$ cat src/rtl/reg_cmd_ctrl_if.sv
// reg_cmd_ctrl_if: UART byte stream, register-file and transmitter signals of the command controller
interface reg_cmd_ctrl_if #(
  parameter int WIDTH = 8,
  parameter int ADDR_WIDTH = 4
);
  logic [WIDTH-1:0] RX_P_DATA;
  logic RX_D_VLD;
  logic [WIDTH-1:0] RdData;
  logic RdData_Valid;
  logic TX_BUSY;
  logic WrEn;
  logic RdEn;
  logic [ADDR_WIDTH-1:0] Address;
  logic [WIDTH-1:0] WrData;
  logic [WIDTH-1:0] TX_P_DATA;
  logic TX_D_VLD;
  logic CMD_ERR;
  modport master (
    input RX_P_DATA, RX_D_VLD, RdData, RdData_Valid, TX_BUSY,
    output WrEn, RdEn, Address, WrData, TX_P_DATA, TX_D_VLD, CMD_ERR
  );
  modport slave (
    output RX_P_DATA, RX_D_VLD, RdData, RdData_Valid, TX_BUSY,
    input WrEn, RdEn, Address, WrData, TX_P_DATA, TX_D_VLD, CMD_ERR
  );
endinterface

$ cat src/rtl/reg_cmd_ctrl.sv
// reg_cmd_ctrl: decodes UART command frames into register-file writes/reads and returns read data to the transmitter
module reg_cmd_ctrl #(
  parameter int WIDTH = 8,
  parameter int ADDR_WIDTH = 4,
  parameter int TIMEOUT = 1024
) (
  input logic CLK,
  input logic RST,
  reg_cmd_ctrl_if.master bus
);
  localparam int CW = $clog2(TIMEOUT + 1);
  typedef enum logic [2:0] {IDLE, WR_ADDR, WR_DATA, RD_ADDR, RD_WAIT, TX_WAIT} state_t;
  state_t state;
  logic [CW-1:0] cnt;
  logic rx, tmo, addr_ok;
  always_comb begin
    rx = bus.RX_D_VLD;
    tmo = cnt == CW'(TIMEOUT - 1);
    addr_ok = (bus.RX_P_DATA >> ADDR_WIDTH) == '0;
  end
  always_ff @(posedge CLK) begin
    if (RST) begin
      state <= IDLE;
      cnt <= '0;
      bus.WrEn <= 1'b0;
      bus.RdEn <= 1'b0;
      bus.TX_D_VLD <= 1'b0;
      bus.CMD_ERR <= 1'b0;
      bus.Address <= '0;
      bus.WrData <= '0;
      bus.TX_P_DATA <= '0;
    end else begin
      bus.WrEn <= 1'b0;
      bus.RdEn <= 1'b0;
      bus.TX_D_VLD <= 1'b0;
      bus.CMD_ERR <= 1'b0;
      cnt <= (rx || state == IDLE || state == TX_WAIT) ? '0 : cnt + 1'b1;
      // a byte arriving on the timeout cycle takes priority over the abort
      case (state)
        IDLE:
          if (rx) begin
            if (bus.RX_P_DATA == WIDTH'(8'hAA)) state <= WR_ADDR;
            else if (bus.RX_P_DATA == WIDTH'(8'hBB)) state <= RD_ADDR;
            else bus.CMD_ERR <= 1'b1;
          end
        WR_ADDR, RD_ADDR:
          if (rx) begin
            if (!addr_ok) begin
              bus.CMD_ERR <= 1'b1;
              state <= IDLE;
            end else begin
              bus.Address <= bus.RX_P_DATA[ADDR_WIDTH-1:0];
              bus.RdEn <= state == RD_ADDR;
              state <= state == WR_ADDR ? WR_DATA : RD_WAIT;
            end
          end else if (tmo) begin
            bus.CMD_ERR <= 1'b1;
            state <= IDLE;
            cnt <= '0;
          end
        WR_DATA:
          if (rx) begin
            bus.WrData <= bus.RX_P_DATA;
            bus.WrEn <= 1'b1;
            state <= IDLE;
          end else if (tmo) begin
            bus.CMD_ERR <= 1'b1;
            state <= IDLE;
            cnt <= '0;
          end
        RD_WAIT:
          if (bus.RdData_Valid) begin
            bus.TX_P_DATA <= bus.RdData;
            state <= TX_WAIT;
          end else if (tmo) begin
            bus.CMD_ERR <= 1'b1;
            state <= IDLE;
            cnt <= '0;
          end
        TX_WAIT:
          if (!bus.TX_BUSY) begin
            bus.TX_D_VLD <= 1'b1;
            state <= IDLE;
          end
        default: state <= IDLE;
      endcase
    end
  end
endmodule

$ cat src/flat_wrapper.sv
// flat-port wrapper written by rule: the top's interface ports become plain ports
module reg_cmd_ctrl_flat 
#(
  parameter int WIDTH = 8,
  parameter int ADDR_WIDTH = 4,
  parameter int TIMEOUT = 1024
)
  (CLK, RST, bus_RX_P_DATA, bus_RX_D_VLD, bus_RdData, bus_RdData_Valid, bus_TX_BUSY, bus_WrEn, bus_RdEn, bus_Address, bus_WrData, bus_TX_P_DATA, bus_TX_D_VLD, bus_CMD_ERR);
  reg_cmd_ctrl_if #(.WIDTH(WIDTH), .ADDR_WIDTH(ADDR_WIDTH)) bus_i ();
  input logic CLK;
  input logic RST;
  input wire logic [$bits(bus_i.RX_P_DATA)-1:0] bus_RX_P_DATA;
  input wire logic [$bits(bus_i.RX_D_VLD)-1:0] bus_RX_D_VLD;
  input wire logic [$bits(bus_i.RdData)-1:0] bus_RdData;
  input wire logic [$bits(bus_i.RdData_Valid)-1:0] bus_RdData_Valid;
  input wire logic [$bits(bus_i.TX_BUSY)-1:0] bus_TX_BUSY;
  output wire logic [$bits(bus_i.WrEn)-1:0] bus_WrEn;
  output wire logic [$bits(bus_i.RdEn)-1:0] bus_RdEn;
  output wire logic [$bits(bus_i.Address)-1:0] bus_Address;
  output wire logic [$bits(bus_i.WrData)-1:0] bus_WrData;
  output wire logic [$bits(bus_i.TX_P_DATA)-1:0] bus_TX_P_DATA;
  output wire logic [$bits(bus_i.TX_D_VLD)-1:0] bus_TX_D_VLD;
  output wire logic [$bits(bus_i.CMD_ERR)-1:0] bus_CMD_ERR;
  assign bus_i.RX_P_DATA = bus_RX_P_DATA;
  assign bus_i.RX_D_VLD = bus_RX_D_VLD;
  assign bus_i.RdData = bus_RdData;
  assign bus_i.RdData_Valid = bus_RdData_Valid;
  assign bus_i.TX_BUSY = bus_TX_BUSY;
  assign bus_WrEn = bus_i.WrEn;
  assign bus_RdEn = bus_i.RdEn;
  assign bus_Address = bus_i.Address;
  assign bus_WrData = bus_i.WrData;
  assign bus_TX_P_DATA = bus_i.TX_P_DATA;
  assign bus_TX_D_VLD = bus_i.TX_D_VLD;
  assign bus_CMD_ERR = bus_i.CMD_ERR;
  reg_cmd_ctrl #(.WIDTH(WIDTH), .ADDR_WIDTH(ADDR_WIDTH), .TIMEOUT(TIMEOUT)) u_core (.CLK(CLK), .RST(RST), .bus(bus_i));
endmodule
$ cat config.mk
export PLATFORM = sky130hd
export DESIGN_NAME = reg_cmd_ctrl_flat
export DESIGN_NICKNAME = d
export VERILOG_FILES = /design/src/rtl/reg_cmd_ctrl_if.sv /design/src/rtl/reg_cmd_ctrl.sv /design/src/flat_wrapper.sv
export SDC_FILE = /design/constraint.sdc
export NUM_CORES = 1
export LEC_CHECK = 0
export CAP_MARGIN = 30
export CORE_UTILIZATION = 49
export CTS_BUF_LIST = sky130_fd_sc_hd__clkbuf_2
export DETAILED_ROUTE_END_ITERATION = 12
export PLACE_DENSITY = 0.88
export SYNTH_ARGS = -nofsm -noshare
export SYNTH_HDL_FRONTEND = slang
export SYNTH_SLANG_ARGS = --single-unit
$ cat constraint.sdc
create_clock -name CLK -period 2.2 [get_ports CLK]
set_clock_uncertainty 0.05 [all_clocks]
set_input_delay 0.44 -clock CLK [delete_from_list [all_inputs] [get_ports CLK]]
set_output_delay 0.44 -clock CLK [all_outputs]
set_load 0.05 [all_outputs]
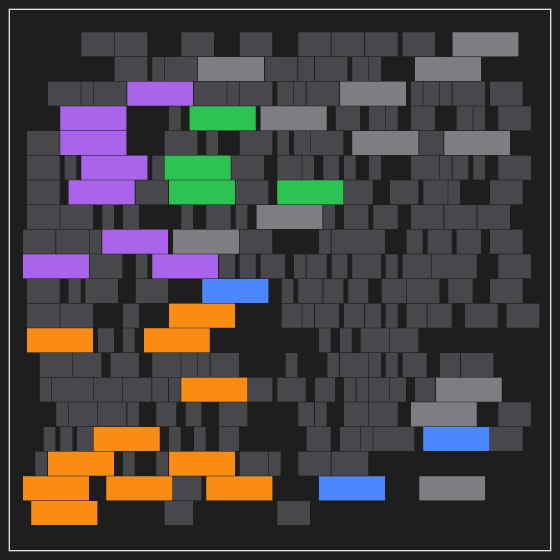
**Above:** where the registers sit.
Other sequential cells in the stronger gray, the rest of the logic in the fainter gray.
Orange is u_core.cnt, flops 11, where lower left. Purple is u_core.bus.TX_P_DATA, flops 8. Green is u_core.bus.Address, flops 4. Blue is u_core.state, flops 3.
Another 12 sequential cells are not colored.

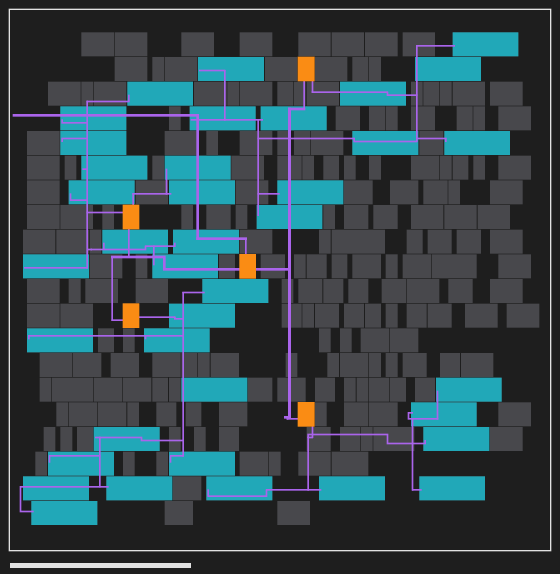
**Above:** clock network drawn from the DEF.
Bar = 20 µm.
Orange is clock drivers, count 5. Purple is clock wires, length 397 µm. Cyan is flip-flops, count 38.
Position of the flops: all over the die. There are 6 routed clock nets.

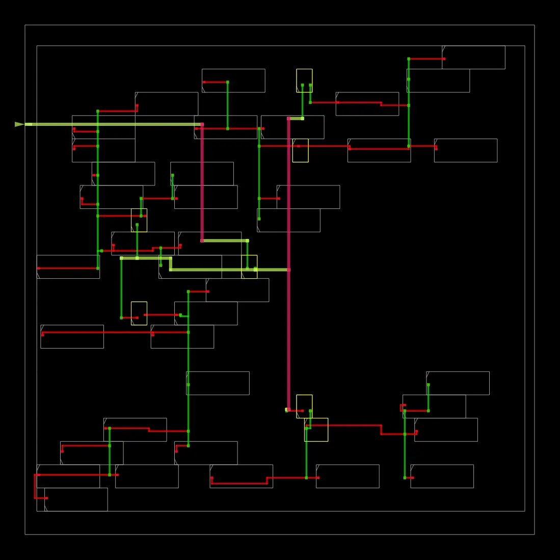
**Above:** clock wiring as the flow saved it.
CTS Sinks: 38
CTS buffer count: 5
Clk power: 0.000292 W

==> impl_metrics.py <==
# Auto-generated metrics
metrics = {
    "grt": {
        "antenna_found_initial": 0,
        "grt_pass1_vias": 1285,
        "grt_use_met1_pct": 28.3,
    },
    "place": {
        "dp_hpwl_mm": 2.58,
        "placed_area_um2": 2170,
        "io_buffers": 44,
    },
    "routing": {
        "drtIter0Drc": 51,
        "drt_wl_total_mm": 3.51,
        "vias": 1477,
    },
    "pwr": {
        "power.density_nw_per_um2": 657,
        "p_comb_share_pct": 26.9,
        "switching_share_pct": 33.4,
    },
    "synth": {
        "synth.area.top_cells": "dfxtp_1 (47%), mux2i_1 (7.4%), nor2_1 (7.2%)",
        "synth_cell_types": 39,
        "ys_sh_xor_pct": 4.86,
        "synth_seq_share_pct": 46.9,
        "yosys_area_um2": 1620,
        "yosysTopAreaCell": "dfxtp_1",
        "syn_nets": 203,
    },
    "cells_and_area": {
        "final_cell_area_um2": 2210,
        "drive_gt1_share_pct": 10.6,
        "area_growth_pct": 35.9,
        "final_nets": 257,
    },
    "timing": {
        "hold_slack_ns": 0.416,
        "timing.fmax_mhz": 482,
        "finalSetupTns_ns": 0,
        "setup_violations": 0,
        "hold_violations": 0,
    },
    "floorplanning": {
        "core-area_um2": 3100,
        "num_rows": 20,
        "die_width_um": 59.6,
        "ioPinCount": 45,
    },
    "cts": {
        "clkLatencyLatePin_ns": 0.37,
        "htreeDepth": 2,
        "clockRootBuffer": "clkbuf_2",
    },
    "run_status": {
        "outcome": "finished clean",
    },
    "setup_path": {
        "worstSetupStartpointType": "register",
        "end_kind": "output port",
        "worstPathRequired_ns": 1.71,
    },
}
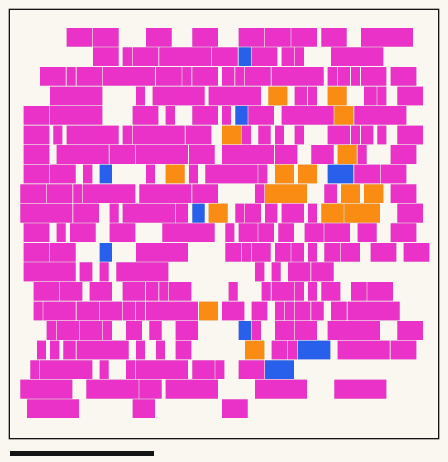
**Above:** cells by drive strength.
Bar = 20 µm.
Magenta is _0 and _1 cells, cells 210. Orange is _3 and _4 cells, cells 16. Blue is _2 cells, cells 9.

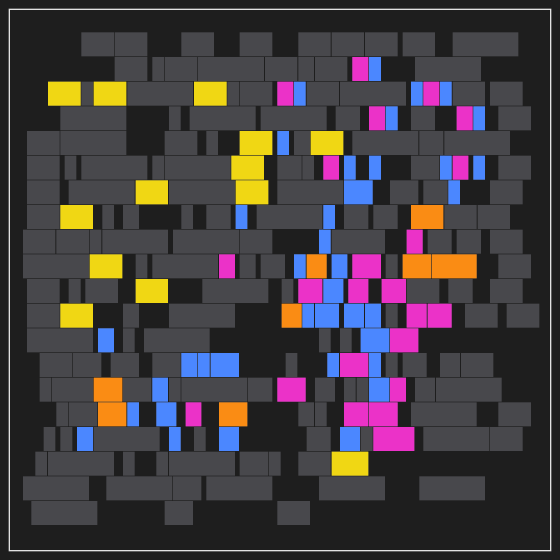
**Above:** logic cells by family.
Yellow is mux cells, cells 13. Blue is nand cells, cells 38. Magenta is aoi and oai cells, cells 23. Orange is and/or cells, cells 8.

==> Yosys cell counts (2+ instances only) <==
| cell type | count |
|---|---|
| nand2b_1 | 4 |
| nand3_1 | 6 |
| inv_1 | 4 |
| buf_2 | 2 |
| nand2_1 | 22 |
| nand4_1 | 2 |
| nor4_1 | 2 |
| dfxtp_1 | 38 |
| a22oi_1 | 2 |
| xor2_1 | 8 |
| nor2_1 | 31 |
| and3_1 | 2 |
| and4_1 | 3 |
| o22ai_1 | 2 |
| nand4b_1 | 3 |
| clkbuf_1 | 6 |
| mux2i_1 | 12 |
| a2111oi_0 | 2 |
| o21ai_0 | 2 |
| a21oi_1 | 9 |
==> tightest hold or removal path, stage by stage (launching register included) <==
cell and delay (ns):
dfxtp_1 0.35, nand2_1 0.05, a21oi_1 0.05
==> sequential cells by signal, summed over array words and instances (netlist names) <==
signal / count
u_core.bus.TX_D_VLD: 1
u_core.state: 3
u_core.cnt: 11
u_core.bus.TX_P_DATA: 8
u_core.bus.WrEn: 1
u_core.bus.Address: 4
u_core.bus.CMD_ERR: 1
u_core.bus.WrData: 8
u_core.bus.RdEn: 1
==> layout make-up <==
class                   instances  area, µm²
well taps                      44       55.1
repair buffers                 56        531
clock inverters                 1       7.51
flip-flops and latches         38        761
inverters                       4       15.0
multi-input cells             130        807
clock buffers                   6       30.0
fillers                       266        897
==> power groups by stage <==
| stage | Combinational, W | Clock, W | Sequential (W) |
|---|---|---|---|
| 2_1_floorplan | 0.000168 | 0 | 0.000856 |
| 3_3_place_gp | 0.000381 | 0 | 0.000780 |
| 3_5_place_dp | 0.000389 | 0 | 0.000780 |
| 4_1_cts | 0.000390 | 0.000301 | 0.000765 |
| 5_1_grt | 0.000421 | 0.000332 | 0.000773 |
| 6_report | 0.000390 | 0.000292 | 0.000766 |
No activity file was given, so power comes from the tool's default toggle rates.
